<file path="config.mk">
export PLATFORM = sky130hd
export DESIGN_NAME = vrc_seg_flat
export DESIGN_NICKNAME = d
export VERILOG_FILES = /design/src/rtl/vrc_seg_if.sv /design/src/rtl/vrc_seg.sv /design/src/flat_wrapper.sv
export SDC_FILE = /design/constraint.sdc
export NUM_CORES = 1
export LEC_CHECK = 0
export CORE_MARGIN = 2
export CORE_UTILIZATION = 60
export DETAILED_ROUTE_END_ITERATION = 10
export PLACE_DENSITY = 0.81
export SLEW_MARGIN = 20
export SYNTH_ARGS = -nofsm -noshare
export SYNTH_HDL_FRONTEND = slang
export SYNTH_SLANG_ARGS = --single-unit
</file>
<file path="constraint.sdc">
create_clock -name clk -period 4 [get_ports clk]
set_input_delay 0.8 -clock clk [delete_from_list [all_inputs] [get_ports clk]]
set_output_delay 0.8 -clock clk [all_outputs]
set_load 0.02 [all_outputs]
</file>
<file path="src/rtl/vrc_seg_if.sv">
// rtl/vrc_seg_if.sv - control, segment-table write and gain-code bus of the VRC segment generator
interface vrc_seg_if #(
    parameter int AMP_W = 10,
    parameter int SEG_N = 4,
    parameter int LEN_W = 16,
    parameter int INC_W = 20
);
    localparam int SEG_AW = (SEG_N > 1) ? $clog2(SEG_N) : 1;

    logic              i_sync;
    logic              i_process;
    logic [AMP_W:0]    i_start_amp;
    logic [AMP_W-1:0]  i_amp_porch;
    logic              i_wr;
    logic [SEG_AW-1:0] i_wr_addr;
    logic [LEN_W-1:0]  i_wr_len;
    logic [INC_W-1:0]  i_wr_inc;
    logic [AMP_W-1:0]  o_amp_one;
    logic [AMP_W-1:0]  o_amp_two;
    logic [SEG_AW-1:0] o_seg;
    logic              o_done;

    modport master (
        output i_sync, i_process, i_start_amp, i_amp_porch,
        output i_wr, i_wr_addr, i_wr_len, i_wr_inc,
        input  o_amp_one, o_amp_two, o_seg, o_done
    );

    modport slave (
        input  i_sync, i_process, i_start_amp, i_amp_porch,
        input  i_wr, i_wr_addr, i_wr_len, i_wr_inc,
        output o_amp_one, o_amp_two, o_seg, o_done
    );
endinterface

</file>
<file path="src/rtl/vrc_seg.sv">
// rtl/vrc_seg.sv - multi-segment VRC/TVG gain-curve generator; VRC_SIGNED_INC_EN enables signed increments
module vrc_seg #(
    parameter int AMP_W    = 10,
    parameter int FRAC_W   = 13,
    parameter int SEG_N    = 4,
    parameter int LEN_W    = 16,
    parameter int INC_W    = 20,
    parameter int TWO_BASE = 128
) (
    input  logic     clk,
    input  logic     rst_n,
    vrc_seg_if.slave bus
);
    localparam int ACC_W  = AMP_W + 1 + FRAC_W;
    localparam int SEG_AW = (SEG_N > 1) ? $clog2(SEG_N) : 1;

    localparam logic [1:0] ST_IDLE = 2'd0;
    localparam logic [1:0] ST_RUN  = 2'd1;
    localparam logic [1:0] ST_HOLD = 2'd2;

    logic [LEN_W-1:0]  len_tab [SEG_N];
    logic [INC_W-1:0]  inc_tab [SEG_N];
    logic [1:0]        state;
    logic [SEG_AW-1:0] seg;
    logic [SEG_AW-1:0] seg_nxt;
    logic [LEN_W-1:0]  cnt;
    logic [LEN_W-1:0]  cur_len;
    logic [INC_W-1:0]  cur_inc;
    logic [ACC_W-1:0]  acc;
    logic [ACC_W-1:0]  acc_next;
    logic              stepping;
    logic              advance;

    always_ff @(posedge clk or negedge rst_n) begin
        if (!rst_n) begin
            for (int i = 0; i < SEG_N; i++) begin
                len_tab[i] <= '0;
                inc_tab[i] <= '0;
            end
        end else if (bus.i_wr) begin
            len_tab[bus.i_wr_addr] <= bus.i_wr_len;
            inc_tab[bus.i_wr_addr] <= bus.i_wr_inc;
        end
    end

`ifdef VRC_SIGNED_INC_EN
    logic signed [ACC_W+1:0] sum_s;
    always_comb begin
        sum_s = $signed({2'b00, acc}) + $signed({{(ACC_W+2-INC_W){cur_inc[INC_W-1]}}, cur_inc});
        if (sum_s[ACC_W+1])
            acc_next = '0;
        else if (sum_s[ACC_W])
            acc_next = '1;
        else
            acc_next = sum_s[ACC_W-1:0];
    end
`else
    logic [ACC_W:0] sum_u;
    always_comb begin
        sum_u    = {1'b0, acc} + {{(ACC_W+1-INC_W){1'b0}}, cur_inc};
        acc_next = sum_u[ACC_W] ? '1 : sum_u[ACC_W-1:0];
    end
`endif

    // A zero-length segment is skipped in one clock whether or not i_process is high.
    assign seg_nxt  = seg + 1'b1;
    assign stepping = (state == ST_RUN) && bus.i_process && (cur_len != '0);
    assign advance  = (state == ST_RUN) &&
                      ((cur_len == '0) || (bus.i_process && (cnt == cur_len - 1'b1)));

    always_ff @(posedge clk or negedge rst_n) begin
        if (!rst_n) begin
            state   <= ST_IDLE;
            acc     <= '0;
            seg     <= '0;
            cnt     <= '0;
            cur_len <= '0;
            cur_inc <= '0;
        end else if (bus.i_sync) begin
            state   <= ST_RUN;
            acc     <= {bus.i_start_amp, {FRAC_W{1'b0}}};
            seg     <= '0;
            cnt     <= '0;
            cur_len <= len_tab[0];
            cur_inc <= inc_tab[0];
        end else begin
            case (state)
                ST_IDLE: acc <= {bus.i_start_amp, {FRAC_W{1'b0}}};
                ST_RUN: begin
                    if (stepping) begin
                        acc <= acc_next;
                        cnt <= cnt + 1'b1;
                    end
                    if (advance) begin
                        cnt <= '0;
                        if (seg == SEG_AW'(SEG_N - 1)) begin
                            state <= ST_HOLD;
                        end else begin
                            seg     <= seg_nxt;
                            cur_len <= len_tab[seg_nxt];
                            cur_inc <= inc_tab[seg_nxt];
                        end
                    end
                end
                ST_HOLD: ;
                default: state <= ST_IDLE;
            endcase
        end
    end

    // Stage two starts at TWO_BASE and only climbs once stage one has run out of range.
    logic [AMP_W:0]   amp;
    logic [AMP_W-1:0] one_raw;
    logic [AMP_W:0]   two_sum;
    logic [AMP_W-1:0] two_raw;
    logic [AMP_W-1:0] amp_one_q;
    logic [AMP_W-1:0] amp_two_q;

    always_comb begin
        amp     = acc[ACC_W-1:FRAC_W];
        one_raw = amp[AMP_W] ? '1 : amp[AMP_W-1:0];
        two_sum = (AMP_W+1)'(TWO_BASE) + {1'b0, (amp[AMP_W] ? amp[AMP_W-1:0] : {AMP_W{1'b0}})};
        two_raw = two_sum[AMP_W] ? '1 : two_sum[AMP_W-1:0];
    end

    always_ff @(posedge clk or negedge rst_n) begin
        if (!rst_n) begin
            amp_one_q <= '0;
            amp_two_q <= '0;
        end else begin
            amp_one_q <= (one_raw > bus.i_amp_porch) ? one_raw : bus.i_amp_porch;
            amp_two_q <= (two_raw > bus.i_amp_porch) ? two_raw : bus.i_amp_porch;
        end
    end

    assign bus.o_amp_one = amp_one_q;
    assign bus.o_amp_two = amp_two_q;
    assign bus.o_seg     = seg;
    assign bus.o_done    = (state == ST_HOLD);
endmodule

</file>
<file path="src/flat_wrapper.sv">
// flat-port wrapper written by rule: the top's interface ports become plain ports
module vrc_seg_flat 
#(
    parameter int AMP_W    = 10,
    parameter int FRAC_W   = 13,
    parameter int SEG_N    = 4,
    parameter int LEN_W    = 16,
    parameter int INC_W    = 20,
    parameter int TWO_BASE = 128
)
  (clk, rst_n, bus_i_sync, bus_i_process, bus_i_start_amp, bus_i_amp_porch, bus_i_wr, bus_i_wr_addr, bus_i_wr_len, bus_i_wr_inc, bus_o_amp_one, bus_o_amp_two, bus_o_seg, bus_o_done);
  vrc_seg_if #(.AMP_W(AMP_W), .SEG_N(SEG_N), .LEN_W(LEN_W), .INC_W(INC_W)) bus_i ();
  input  logic clk;
  input  logic rst_n;
  input wire logic [$bits(bus_i.i_sync)-1:0] bus_i_sync;
  input wire logic [$bits(bus_i.i_process)-1:0] bus_i_process;
  input wire logic [$bits(bus_i.i_start_amp)-1:0] bus_i_start_amp;
  input wire logic [$bits(bus_i.i_amp_porch)-1:0] bus_i_amp_porch;
  input wire logic [$bits(bus_i.i_wr)-1:0] bus_i_wr;
  input wire logic [$bits(bus_i.i_wr_addr)-1:0] bus_i_wr_addr;
  input wire logic [$bits(bus_i.i_wr_len)-1:0] bus_i_wr_len;
  input wire logic [$bits(bus_i.i_wr_inc)-1:0] bus_i_wr_inc;
  output wire logic [$bits(bus_i.o_amp_one)-1:0] bus_o_amp_one;
  output wire logic [$bits(bus_i.o_amp_two)-1:0] bus_o_amp_two;
  output wire logic [$bits(bus_i.o_seg)-1:0] bus_o_seg;
  output wire logic [$bits(bus_i.o_done)-1:0] bus_o_done;
  assign bus_i.i_sync = bus_i_sync;
  assign bus_i.i_process = bus_i_process;
  assign bus_i.i_start_amp = bus_i_start_amp;
  assign bus_i.i_amp_porch = bus_i_amp_porch;
  assign bus_i.i_wr = bus_i_wr;
  assign bus_i.i_wr_addr = bus_i_wr_addr;
  assign bus_i.i_wr_len = bus_i_wr_len;
  assign bus_i.i_wr_inc = bus_i_wr_inc;
  assign bus_o_amp_one = bus_i.o_amp_one;
  assign bus_o_amp_two = bus_i.o_amp_two;
  assign bus_o_seg = bus_i.o_seg;
  assign bus_o_done = bus_i.o_done;
  vrc_seg #(.AMP_W(AMP_W), .FRAC_W(FRAC_W), .SEG_N(SEG_N), .LEN_W(LEN_W), .INC_W(INC_W), .TWO_BASE(TWO_BASE)) u_core (.clk(clk), .rst_n(rst_n), .bus(bus_i));
endmodule
</file>
Run 1, M1 wires:
Supply wires on this layer in gray.
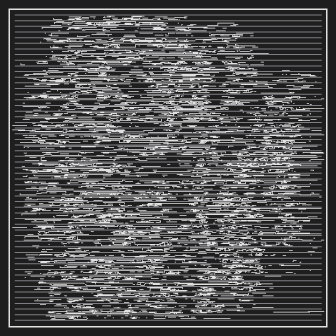
- share of all routed wire: 45%
- wire length on this layer: 13500 um
- nets with wire on the layer: 1248
- longest straight run: 44.6 um
- main direction: horizontal

Run 1, the metal 2 layer:
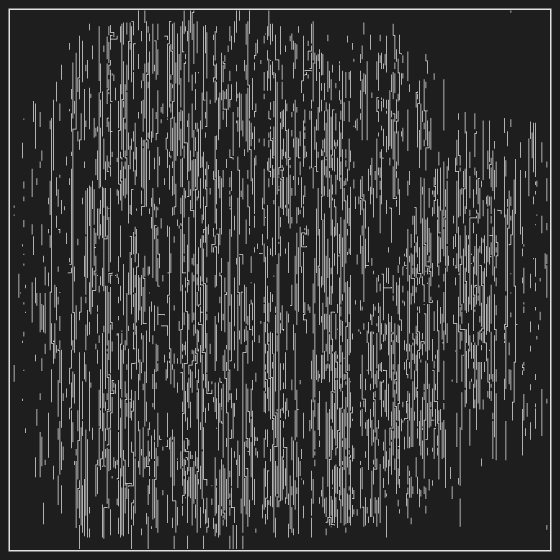
- nets with wire on the layer: 1175
- longest straight run: 68.7 um
- share of all routed wire: 47%
- wire length on this layer: 14000 um
met2 global-route usage: 42.1%
routed wire length: 29600 um
via count: 9461

Run 1, signal wires on met3:
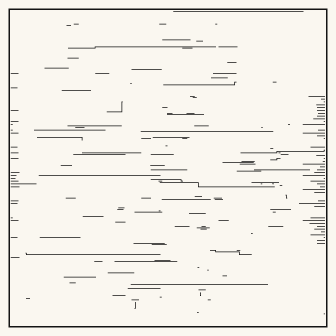
- longest straight run: 65.8 um
- share of all routed wire: 5.3%
- nets with wire on the layer: 135
- wire length on this layer: 1570 um
- main direction: horizontal

Run 1, metal 4:
Bar = 50 um. Supply wires on this layer in gray. Cells faint in the background.
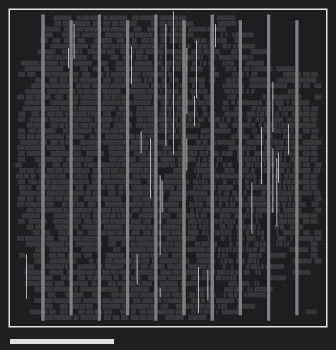
- nets with wire on the layer: 19
- wire length on this layer: 604 um
- share of all routed wire: 2.0%
- main direction: vertical

==> impl_metrics.env, run 1 <==
# physical design summary
export IMPL_grt_remaining_overflow=0
export IMPL_cts_tree="done"
export IMPL_max_slew_margin_pct=35.7
export IMPL_clockBufferDepth=3
export IMPL_area_leaders="dfrtp_1 46%, mux2_2 17%, ha_1 4.2%, a22oi_1 3.9%, o21ai_0 3.3%"
export IMPL_stdcell_area_mm2=0.0152
export IMPL_p_sw_share_pct=32.9
export IMPL_synth_cellmix_adderShare_pct=4.34
export IMPL_cp_slowest_cell="or4b_1"
export IMPL_pg_seq_mw=3.44
export IMPL_max_stage_delay_ns=0.55
export IMPL_synth_top_area_share_pct=46.4
export IMPL_wl_per_cell_um=19.2
export IMPL_switchingPower_mw=2.94
export IMPL_yosysWarnings=0
export IMPL_fmax_mhz=259
export IMPL_dp_hpwl_um=19300
export IMPL_crit_path_end="u_core.cur_inc[6]$_DFFE_PN0P_"
export IMPL_top_regs="u_core.inc_tab: 80 flops, u_core.len_tab: 64 flops, u_core.acc: 24 flops"
export IMPL_detail_route_antenna_nets=0
export IMPL_num_io_pins=87
export IMPL_critical_path_class="register to register"
export IMPL_tool_warnings=26
export IMPL_final_core_util_pct=70.1
export IMPL_p_comb_mw=3.10
export IMPL_cp_end_kind="register"
export IMPL_wl_met2_um=14000
export IMPL_critPathLaunchType="register"
export IMPL_edf_count=0
export IMPL_portBuffers=86
export IMPL_largest_reg_flops=80
export IMPL_maxCapViolations=0
export IMPL_place_area_mm2=0.0143
export IMPL_cts_buffers=26
export IMPL_inv_count=26
export IMPL_postCtsSetupBuffers=0
export IMPL_p_comb_share_pct=34.7
export IMPL_pwr_share_clk_pct=26.8
export IMPL_drtPass1Iterations=7
export IMPL_cp_data_required_time_ns=4.41
export IMPL_root_buffer="clkbuf_16"
export IMPL_clkbuf_count=40
export IMPL_timing_final_crit_period_ns=3.86
export IMPL_clk_pin_slew_ns=0.06
export IMPL_syn_nets=1283
export IMPL_largest_cell_class="multi-input combinational cells"
export IMPL_ys_flop_type="dfrtp_1"
export IMPL_logic_area_mm2=0.00667
export IMPL_worst_pin_slew_ns=0.960
export IMPL_holdWs_ns=0.287
export IMPL_maxUsedRoutingLayer="met4"
export IMPL_vias_per_cell=6.14
export IMPL_ys_types=67
export IMPL_ys_cells=1174
export IMPL_clock_area_share_pct=5.74
export IMPL_startpoint="u_core.cur_len[0]$_DFFE_PN0P_"
export IMPL_drcViolationCount=0
export IMPL_clk_insertion_delay_late_ns=0.53
export IMPL_buffers=110
export IMPL_gp_congestion=0.930
export IMPL_grt_max_degree=89
export IMPL_regArea_mm2=0.00611
export IMPL_grt_pass1_vias=9779
export IMPL_regToRegStartpoint="u_core.cur_len[0]$_DFFE_PN0P_"
export IMPL_nets=1350
export IMPL_slew_violations=0
export IMPL_status="completed"
export IMPL_rrSetupSlack_ns=0.14
export IMPL_post_route_period_util_pct=96.6
export IMPL_sh_seq_area_pct=40.2
export IMPL_pwr_share_seq_pct=38.5
export IMPL_grt_usage_pct=25.7
export IMPL_reg2reg_depth=11
export IMPL_synthesis_instances=1174
export IMPL_grtUsageMet3_pct=4.54
export IMPL_hold_viol=0
export IMPL_die_height_um=152
export IMPL_coreArea_mm2=0.0217
export IMPL_avgSynthCellArea_um2=11.2
export IMPL_min_path_type="primary input to async pin"
export IMPL_rsz0062_at_grt="no"
export IMPL_simple_gate_area_share_pct=10.0
export IMPL_lay_top_cells="243 x dfrtp_1, 198 x mux2_2, 87 x o21ai_0"
export IMPL_grt_pass1_wl_um=49800
export IMPL_fillCellCount=1511
export IMPL_ys_sh_xor_pct=2.93
export IMPL_power_density_mw_per_mm2=588
export IMPL_nFlopsAndLatches=244
export IMPL_p_leak_nw=6.56
export IMPL_setup_viol=0
export IMPL_drt_first_iter_violations=622
export IMPL_dieWidth_um=152
export IMPL_tap_cells=280
export IMPL_place_inst=1493
export IMPL_layout_top_cell="dfrtp_1"
export IMPL_crit_cells=11
export IMPL_p_clk_mw=2.39
export IMPL_ys_seq_share_pct=46.4
export IMPL_post_cts_resized=0
export IMPL_async_flop_share_pct=100
export IMPL_yosys_stat_area_mm2=0.0131
export IMPL_die_area_mm2=0.0231
export IMPL_m1WireLength_um=13500
export IMPL_critPathArrivalTime_ns=4.27
export IMPL_ir_drop_mv=0.358
export IMPL_setup_slack_ns=0.136
Run 1, clock nets:
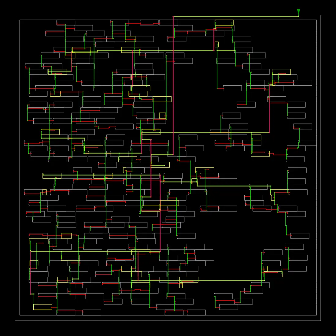

==> run 1 -> run 2 <==
CORE_ASPECT_RATIO = 2   (was not set)
TNS_END_PERCENT = 10   (was not set)
Run 2, clock nets:
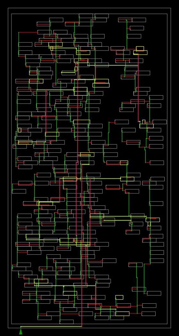
Worst Skew: 0.0164 ns
layout clock buffer count: 30
cts bufs inserted: 22
clk sinks: 244

Run 2, M1 wires:
Supply wires on this layer in gray.
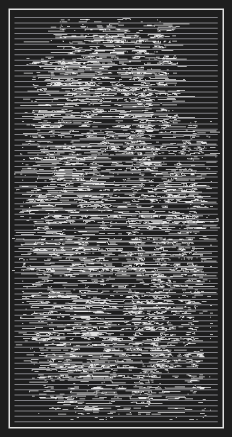
- nets with wire on the layer: 1249
- wire length on this layer: 11600 um
- longest straight run: 31.7 um
GRT met1 Usage: 30.3%
routed wire length: 31000 um

==> run 2 against run 1 <==
Count of clock-buffer cells in the layout down 10. Maximum frequency hardly changed. Utilization barely moved. Cell area is 0.88% lower. Hold slack worse by 0.033 ns. Clock power is about 10% lower. Largest cell class unchanged.
==> impl_metrics.env, run 2 <==
# physical design summary
export IMPL_busiest_layer="met2"
export IMPL_p_sw_share_pct=33.5
export IMPL_grtUsageMet3_pct=3.11
export IMPL_cp_slowest_cell="or4_4"
export IMPL_setup_slack_ns=0.137
export IMPL_die_height_um=213
export IMPL_max_stage_delay_ns=0.55
export IMPL_worst_pin_slew_ns=1.04
export IMPL_wl_met2_um=17000
export IMPL_slew_violations=0
export IMPL_timing_final_crit_period_ns=3.86
export IMPL_grt_pass1_wl_um=50000
export IMPL_switchingPower_mw=2.93
export IMPL_post_route_period_util_pct=96.6
export IMPL_inv_count=26
export IMPL_cp_end_kind="register"
export IMPL_clk_insertion_delay_late_ns=0.53
export IMPL_cp_data_required_time_ns=4.41
export IMPL_p_comb_mw=3.17
export IMPL_simple_gate_area_share_pct=10.0
export IMPL_pwr_share_clk_pct=24.6
export IMPL_vias_per_cell=6.29
export IMPL_coreArea_mm2=0.0215
export IMPL_nFlopsAndLatches=244
export IMPL_logic_area_mm2=0.00667
export IMPL_die_area_mm2=0.0232
export IMPL_post_cts_resized=0
export IMPL_ys_sh_xor_pct=2.93
export IMPL_max_slew_margin_pct=30.6
export IMPL_critPathBufInv=3
export IMPL_finalPower_mw=8.76
export IMPL_setup_viol=0
export IMPL_largest_reg_flops=80
export IMPL_grt_max_degree=81
export IMPL_num_io_pins=87
export IMPL_pg_seq_mw=3.44
export IMPL_stdcell_area_mm2=0.0151
export IMPL_pwr_share_seq_pct=39.3
export IMPL_drt_first_iter_violations=479
export IMPL_grt_usage_pct=27.4
export IMPL_clock_area_share_pct=4.79
export IMPL_detail_route_antenna_nets=0
export IMPL_lay_top_cells="243 x dfrtp_1, 198 x mux2_2, 87 x o21ai_0"
export IMPL_cts_tree="done"
export IMPL_maxUsedRoutingLayer="met4"
export IMPL_portBuffers=86
export IMPL_place_inst=1488
export IMPL_p_leak_nw=6.51
export IMPL_vias=9587
export IMPL_ir_drop_mv=0.390
export IMPL_status="completed"
export IMPL_regToRegStartpoint="u_core.cur_len[0]$_DFFE_PN0P_"
export IMPL_async_flop_share_pct=100
export IMPL_critPathLaunchType="register"
export IMPL_ys_types=67
export IMPL_ys_cells=1174
export IMPL_synth_cellmix_adderShare_pct=4.34
export IMPL_sh_seq_area_pct=40.6
export IMPL_rsz0062_at_grt="no"
export IMPL_ys_flop_type="dfrtp_1"
export IMPL_holdWs_ns=0.254
export IMPL_tap_cells=273
export IMPL_clockBufferDepth=3
export IMPL_reg2reg_depth=12
export IMPL_p_clk_mw=2.15
export IMPL_drcViolationCount=0
export IMPL_grt_remaining_overflow=0
export IMPL_crit_cells=12
export IMPL_place_area_mm2=0.0143
export IMPL_nets=1349
export IMPL_m1WireLength_um=11600
export IMPL_grt_pass1_vias=10008
export IMPL_largest_cell_class="multi-input combinational cells"
export IMPL_grtUsageMet2_pct=51.0
export IMPL_hold_viol=0
export IMPL_top_regs="u_core.inc_tab: 80 flops, u_core.len_tab: 64 flops, u_core.acc: 24 flops"
export IMPL_ys_seq_share_pct=46.4
export IMPL_dieWidth_um=109
export IMPL_hold_buffers=0
export IMPL_fmax_mhz=259
export IMPL_maxCapViolations=0
export IMPL_final_core_util_pct=70.1
export IMPL_layout_top_cell="dfrtp_1"
export IMPL_root_buffer="clkbuf_16"
export IMPL_power_top_group="registers"
export IMPL_dp_hpwl_um=20400
export IMPL_synth_top_area_share_pct=46.4
export IMPL_syn_nets=1283
export IMPL_clk_pin_slew_ns=0.06
export IMPL_postCtsSetupBuffers=0
export IMPL_logic_family="multiplexers"
export IMPL_tool_warnings=26
export IMPL_edf_count=0
export IMPL_critPathArrivalTime_ns=4.27
export IMPL_wl_per_cell_um=20.4
export IMPL_critical_path_class="register to register"
export IMPL_largest_register="u_core.inc_tab"
export IMPL_drtPass1Iterations=5
export IMPL_min_path_type="primary input to async pin"
export IMPL_synthAoiAreaFrac_pct=12.8
export IMPL_crit_path_end="u_core.cur_inc[17]$_DFFE_PN0P_"
export IMPL_dp_slack_ns=0.169
export IMPL_rrSetupSlack_ns=0.14
export IMPL_yosys_stat_area_mm2=0.0131
export IMPL_gp_congestion=0.884
export IMPL_fillCellCount=1621
export IMPL_p_comb_share_pct=36.2
export IMPL_avgSynthCellArea_um2=11.2
export IMPL_area_leaders="dfrtp_1 46%, mux2_2 17%, ha_1 4.2%, a22oi_1 3.9%, o21ai_0 3.3%"
export IMPL_buffers=113
export IMPL_yosysWarnings=0
Run 2, signal wires on met3:
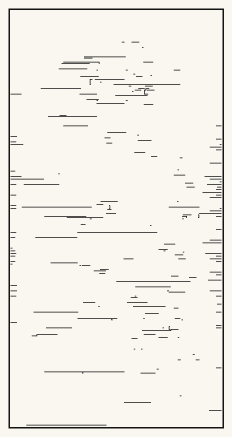

==> run 2 -> run 3 <==
CORE_UTILIZATION = 50   (was 60)
PLACE_DENSITY = 0.69   (was 0.81)
Run 3, signal wires on met3:
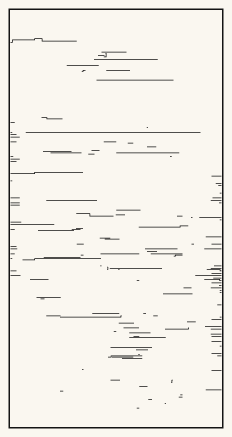
- wire length on this layer: 1260 um
- longest straight run: 97.5 um
via count: 9399
met3 Use GR: 2.42%

Run 3, metal 4:
Bar = 20 um. Supply wires on this layer in gray. Cells faint in the background.
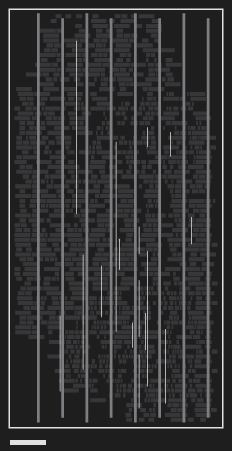
- longest straight run: 106 um
- main direction: vertical
- nets with wire on the layer: 13
- wire length on this layer: 621 um
- share of all routed wire: 2.0%

==> run 3 against run 2 <==
Die size up 19%. Sequential cell count stayed put. Clock power is essentially flat. Sequential share of layout area down 0.12 points. Critical path type unchanged. Highest routed layer unchanged. Non-clock buffer count decreased by 3.
==> impl_metrics.env, run 3 <==
# physical design summary
export IMPL_status="completed"
export IMPL_cts_buffers=24
export IMPL_layout_top_cell="dfrtp_1"
export IMPL_antenna_cells=0
export IMPL_postCtsSetupBuffers=0
export IMPL_p_sw_share_pct=33.3
export IMPL_nets=1348
export IMPL_dieWidth_um=119
export IMPL_p_comb_share_pct=35.5
export IMPL_setup_viol=0
export IMPL_m1WireLength_um=12900
export IMPL_clockBufferDepth=3
export IMPL_drtPass1Iterations=5
export IMPL_critPathArrivalTime_ns=4.25
export IMPL_fillCellCount=2249
export IMPL_cp_slowest_cell="or4_4"
export IMPL_die_height_um=233
export IMPL_cts_tree="done"
export IMPL_p_leak_nw=6.48
export IMPL_gp_congestion=0.885
export IMPL_timing_final_crit_period_ns=3.84
export IMPL_power_top_group="registers"
export IMPL_largest_cell_class="multi-input combinational cells"
export IMPL_clk_pin_slew_ns=0.06
export IMPL_grt_pass1_vias=9816
export IMPL_place_inst=1557
export IMPL_startpoint="u_core.cur_len[0]$_DFFE_PN0P_"
export IMPL_vias_per_cell=5.89
export IMPL_skew_ns=0.0209
export IMPL_stdcell_area_mm2=0.0151
export IMPL_simple_gate_area_share_pct=10.0
export IMPL_finalPower_mw=8.65
export IMPL_top_regs="u_core.inc_tab: 80 flops, u_core.len_tab: 64 flops, u_core.acc: 24 flops"
export IMPL_ir_drop_mv=0.381
export IMPL_root_buffer="clkbuf_16"
export IMPL_die_area_mm2=0.0277
export IMPL_pwr_share_seq_pct=39.8
export IMPL_ys_sh_xor_pct=2.93
export IMPL_cts_sinks=244
export IMPL_pwr_share_clk_pct=24.8
export IMPL_switchingPower_mw=2.88
export IMPL_coreArea_mm2=0.0261
export IMPL_lay_top_cells="243 x dfrtp_1, 198 x mux2_2, 87 x o21ai_0"
export IMPL_clock_area_share_pct=4.81
export IMPL_setup_slack_ns=0.160
export IMPL_dp_slack_ns=0.182
export IMPL_synthAoiAreaFrac_pct=12.8
export IMPL_buffers=110
export IMPL_wl_met2_um=15900
export IMPL_max_slew_margin_pct=31.0
export IMPL_fmax_mhz=260
export IMPL_yosys_stat_area_mm2=0.0131
export IMPL_pg_seq_mw=3.44
export IMPL_cp_data_required_time_ns=4.41
export IMPL_maxUsedRoutingLayer="met4"
export IMPL_edf_count=0
export IMPL_power_density_mw_per_mm2=573
export IMPL_use_met1_pct=28.2
export IMPL_clkbuf_count=35
export IMPL_num_io_pins=87
export IMPL_min_path_type="primary input to async pin"
export IMPL_hold_buffers=0
export IMPL_maxCapViolations=0
export IMPL_post_route_period_util_pct=96.0
export IMPL_synthesis_instances=1174
export IMPL_critical_path_class="register to register"
export IMPL_synthTopCellsByCount="244 x dfrtp_1, 198 x mux2_2, 87 x o21ai_0"
export IMPL_drcViolationCount=0
export IMPL_avgSynthCellArea_um2=11.2
export IMPL_reg2reg_depth=12
export IMPL_detail_route_antenna_nets=0
export IMPL_crit_path_end="u_core.cur_inc[10]$_DFFE_PN0P_"
export IMPL_syn_nets=1283
export IMPL_max_stage_delay_ns=0.55
export IMPL_regToRegStartpoint="u_core.cur_len[0]$_DFFE_PN0P_"
export IMPL_synth_cellmix_adderShare_pct=4.34
export IMPL_portBuffers=86
export IMPL_tool_warnings=28
export IMPL_busiest_layer="met2"
export IMPL_dp_hpwl_um=20500
export IMPL_largest_register="u_core.inc_tab"
export IMPL_hold_viol=0
export IMPL_clk_insertion_delay_late_ns=0.54
export IMPL_grtUsageMet2_pct=41.6
export IMPL_sh_seq_area_pct=40.4
export IMPL_inv_count=26
export IMPL_ys_cells=1174
export IMPL_grt_pass1_wl_um=50900
export IMPL_p_comb_mw=3.07
export IMPL_ys_flop_type="dfrtp_1"
export IMPL_area_leaders="dfrtp_1 46%, mux2_2 17%, ha_1 4.2%, a22oi_1 3.9%, o21ai_0 3.3%"
export IMPL_place_area_mm2=0.0144
export IMPL_antenna_found_initial=0
export IMPL_p_clk_mw=2.14
export IMPL_grt_usage_pct=22.7
export IMPL_tap_cells=344
export IMPL_async_flop_share_pct=100
export IMPL_rsz0062_at_grt="no"
export IMPL_worst_pin_slew_ns=1.03
export IMPL_post_cts_resized=0
export IMPL_regArea_mm2=0.00611
export IMPL_logic_area_mm2=0.00666
export IMPL_holdWs_ns=0.280
export IMPL_largest_reg_flops=80
export IMPL_logic_family="multiplexers"
export IMPL_drt_first_iter_violations=597
export IMPL_grt_remaining_overflow=0
export IMPL_wl_um=30700
export IMPL_ys_seq_share_pct=46.4
Power and IR drop assume default switching activity.
